==> config.mk <==
export PLATFORM = sky130hd
export DESIGN_NAME = opb_register_bank_ppc2simulink
export DESIGN_NICKNAME = d
export VERILOG_FILES = /design/src/rtl/opb_register_bank_ppc2simulink.sv
export SDC_FILE = /design/constraint.sdc
export NUM_CORES = 1
export LEC_CHECK = 0
export ABC_AREA = 1
export CAP_MARGIN = 40
export CORE_UTILIZATION = 50
export DETAILED_ROUTE_END_ITERATION = 6
export PLACE_DENSITY = 0.82
export SYNTH_ARGS = -nofsm -noshare
export SYNTH_HDL_FRONTEND = slang
export SYNTH_SLANG_ARGS = --single-unit
==> constraint.sdc <==
create_clock -name OPB_Clk -period 3.1 [get_ports OPB_Clk]
set_input_delay 0.93 -clock OPB_Clk [delete_from_list [all_inputs] [get_ports OPB_Clk]]
set_output_delay 0.93 -clock OPB_Clk [all_outputs]
set_load 0.02 [all_outputs]
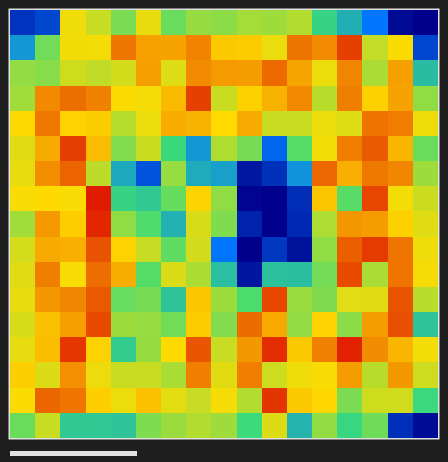
Fig. 1. Placement density heat map (run 1).
Scale bar: 50 µm. The die is cut into 17 by 17 equal tiles; dark blue is low, red is high, 0 to 100% covered.
- tiles over 75% full: 39%
- mean over tiles: 66%
- emptiest ninth of the die: middle
- fullest tile: 97%
- nearly empty tiles: 1.7%
placeable core area: 27,000 µm²
Core Util, Final: 70.8%
Pre-Place Util: 51.1%

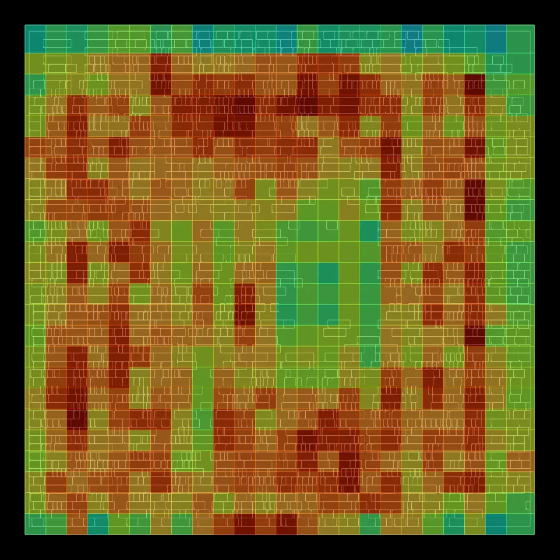
Fig. 2. Routing congestion (run 1).
met3 Usage GRT: 7.85%
M1 GR Usage: 43.5%
DR WL/cell: 20.8 µm
Total GRT Usage: 34.5%
busiest layer in global routing: met2

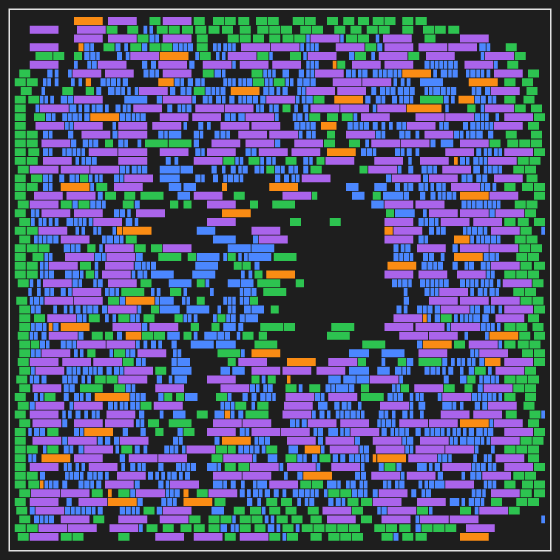
Fig. 3. Placement by cell class (run 1).
- blue: combinational and other logic (cells 1,183; share of their area 31%)
- green: other buffers and delay cells (cells 438; share of their area 24%)
- purple: flops (cells 297; share of their area 40%)
- orange: clock drivers and dummy loads (cells 55; share of their area 5.4%)
design area: 19,100 µm²
FP Rows: 60
Seq/total area: 38.9%

==> qor.csv, run 1 <==
stage;metric;value;unit
outcome;status;completed;
floorplanning;chipArea;28200;µm²
synthesis;most_common_cell;nand2_1;
power_and_ir_drop;clock_power_share;46.8;%
timing;rsz0062_at_grt;false;
finish;ff_count;297;
power_and_ir_drop;power;7860;µW
synthesis;yosysTopAreaCell;dfrtp_1;
floorplanning;die_x;168;µm
power_and_ir_drop;power.leakage;0.00930;µW
detailed_routing;top_layer;met4;
finish;layout.area.comb;5520;µm²
floorplanning;nWellTaps;341;
synthesis;async_flop_share;100;%
timing;finalClockPeriodUsage;88.1;%
placed_design;dpl.cell_count;2259;
detailed_routing;dr.pass1.iters;6;
synthesis;area_leaders;dfrtp_1, nand2_1, nand3_1;
detailed_routing;avgViaCountPerCell;5.75;
placed_design;finalWeightedCongestion;0.943;
clock_network;clk_latency;0.56;ns
timing;max_freq;0.366;GHz
finish;largest_class;sequential cells;
setup_path;start_kind;input pin;
synthesis;synth_area_per_cell;8.78;µm²
synthesis;ys.flop_type;dfrtp_1;
finish;antenna-diode-count;1;
timing;finalClockSkew;0.00736;ns
finish;largest_reg_flops;256;
finish;layout.nets;2024;
setup_path;rr_worst_depth;10;
setup_path;cp-end-kind;register;
finish;comb_share;28.9;%
setup_path;cpPeakStageDelay;0.41;ns
finish;nNonClkBuffers;438;
finish;mostFrequentLayoutCells;nand2_1, clkdlybuf4s50_1, dfrtp_1;
synthesis;syn_area;13800;µm²
timing;hold_violations;0;
global_routing;grt_max_degree;78;
synthesis;synthCells;1568;
setup_path;crit_required;3.52;ns
synthesis;common_cells;nand2_1, dfrtp_1, nand3_1;
finish;inverters_excl_clock;57;
job;warnings;29;
synthesis;ys_ff;297;
clock_network;hold_buffers;0;
detailed_routing;drtAntennaViolNets;0;
power_and_ir_drop;power.density;412;nW/µm²
clock_network;cts.clk_slew.worst_paths;0.06;ns
power_and_ir_drop;power_frac_comb;3.9;%
finish;regArea;7430;µm²
timing;worst_slack;0.369;ns
setup_path;crit_arrival;3.15;ns
power_and_ir_drop;p_seq_share;49.3;%
synthesis;mux_share;0;%
global_routing;met2_usage;57.1;%
clock_network;cts_inserted_buffers;31;
floorplanning;die_h;168;µm
detailed_routing;routed_wl;48.2;mm
setup_path;rrSetupSlack;1.02;ns
timing;fin_crit;2.73;ns
==> inputs of run 2 (changes only) <==
SLEW_MARGIN = 20   (was default)
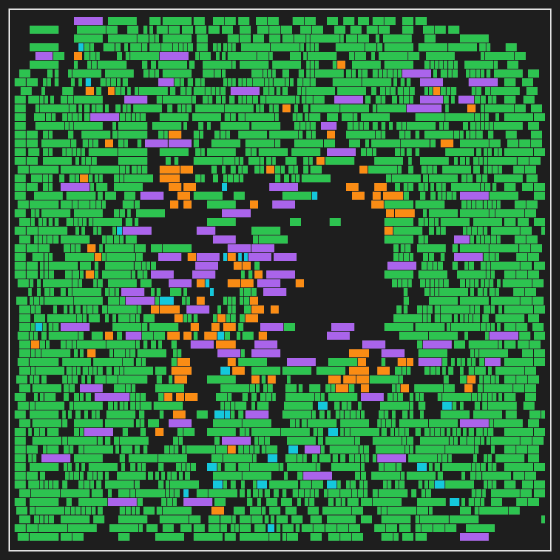
Fig. 4. Sizing map (run 2).
- purple: _6 and larger (cells 77)
- green: _0 and _1 cells (cells 1,773)
- cyan: _2 cells (cells 30)
- orange: _3 and _4 cells (cells 93)
Buffers excl. clock: 438
fin worst setup slack: 0.369 ns
Synth-to-Final Area Change: 38.6%

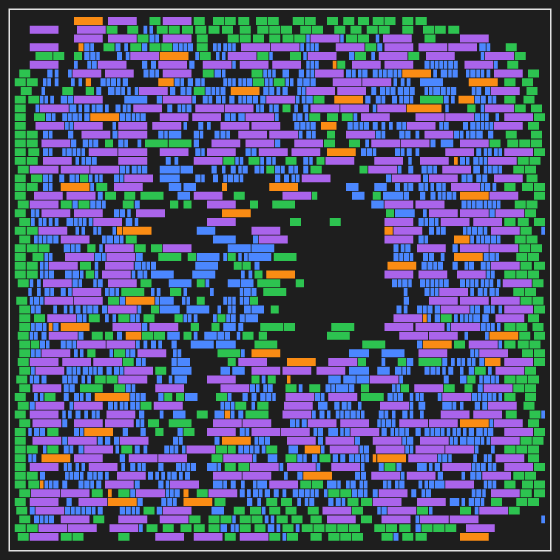
Fig. 5. Placement by cell class (run 2).

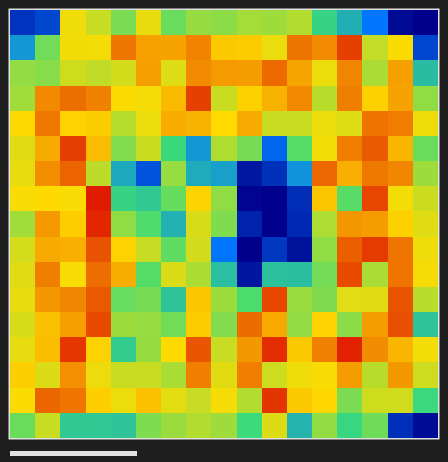
Fig. 6. Placement density heat map (run 2).
Scale bar: 50 µm. The die is cut into 17 by 17 equal tiles; dark blue is low, red is high, 0 to 100% covered.
- mean over tiles: 66%
- tiles over 75% full: 39%
- fullest tile: 97%

==> run 2 against run 1 <==
  * Critical path depth stayed put
  * Sequential power barely moved
  * Clock power about the same
  * Maximum frequency unchanged
  * Synthesized cell count unchanged
  * Area after synthesis unchanged
  * Clock skew stayed put
  * Non-clock buffer count did not move
  * Die area unchanged
  * Critical path type unchanged
  * Largest cell class unchanged
  * Largest power group unchanged
  * Highest routed layer unchanged
==> qor.csv, run 2 <==
stage;metric;value;unit;change
floorplanning;nWellTaps;341;;unchanged
floorplanning;chipArea;28200;µm²;unchanged
synthesis;yosysTopAreaCell;dfrtp_1;;unchanged
setup_path;rr_worst_depth;10;;unchanged
power_and_ir_drop;clock_power_share;46.8;%;about the same
clock_network;cts_inserted_buffers;31;;unchanged
global_routing;grt_use_met1;43.5;%;unchanged
global_routing;grt_max_degree;78;;unchanged
power_and_ir_drop;power.leakage;0.00930;µW;unchanged
power_and_ir_drop;power;7860;µW;unchanged
setup_path;cpPeakStageDelay;0.41;ns;about the same
power_and_ir_drop;p_seq_share;49.3;%;about the same
synthesis;area_leaders;dfrtp_1, nand2_1, nand3_1;;unchanged
clock_network;hold_buffers;0;;unchanged
detailed_routing;top_layer;met4;;unchanged
floorplanning;die_h;168;µm;unchanged
global_routing;met2_usage;57.1;%;unchanged
synthesis;most_common_cell;nand2_1;;unchanged
detailed_routing;wl_per_cell;20.8;µm;unchanged
finish;largest_reg_flops;256;;unchanged
setup_path;crit_arrival;3.15;ns;about the same
global_routing;grt_pass1_wl;74.6;mm;unchanged
setup_path;cp-end-kind;register;;unchanged
global_routing;grt_usage;34.5;%;unchanged
finish;layout.nets;2024;;unchanged
floorplanning;coreArea;27000;µm²;unchanged
setup_path;crit_required;3.52;ns;about the same
finish;ff_count;297;;unchanged
placed_design;dpl.cell_count;2259;;unchanged
global_routing;use_met3;7.85;%;unchanged
synthesis;async_flop_share;100;%;unchanged
timing;hold_violations;0;;unchanged
finish;seq_area_share;38.9;%;unchanged
synthesis;synth_area_per_cell;8.78;µm²;unchanged
detailed_routing;avgViaCountPerCell;5.75;;unchanged
setup_path;rrSetupSlack;1.02;ns;about the same
timing;fin_crit;2.73;ns;unchanged
floorplanning;num_rows;60;;unchanged
detailed_routing;dr.pass1.iters;6;;unchanged
floorplanning;initCoreUtil;51.1;%;unchanged
timing;finalClockPeriodUsage;88.1;%;unchanged
finish;layout.area.comb;5520;µm²;unchanged
floorplanning;die_x;168;µm;unchanged
synthesis;ys.flop_type;dfrtp_1;;unchanged
timing;finalClockSkew;0.00736;ns;unchanged
finish;largest_class;sequential cells;;unchanged
finish;antenna-diode-count;1;;unchanged
timing;rsz0062_at_grt;false;;unchanged
finish;comb_share;28.9;%;unchanged
timing;max_freq;0.366;GHz;unchanged
finish;mostFrequentLayoutCells;nand2_1, clkdlybuf4s50_1, dfrtp_1;;unchanged
detailed_routing;routed_wl;48.2;mm;unchanged
detailed_routing;drtAntennaViolNets;0;;unchanged
clock_network;cts.clk_slew.worst_paths;0.06;ns;about the same
job;warnings;29;;unchanged
synthesis;syn_area;13800;µm²;unchanged
power_and_ir_drop;power_frac_comb;3.9;%;about the same
finish;final_util;70.8;%;unchanged
setup_path;start_kind;input pin;;unchanged
outcome;status;completed;;unchanged
Power and IR drop assume default switching activity.
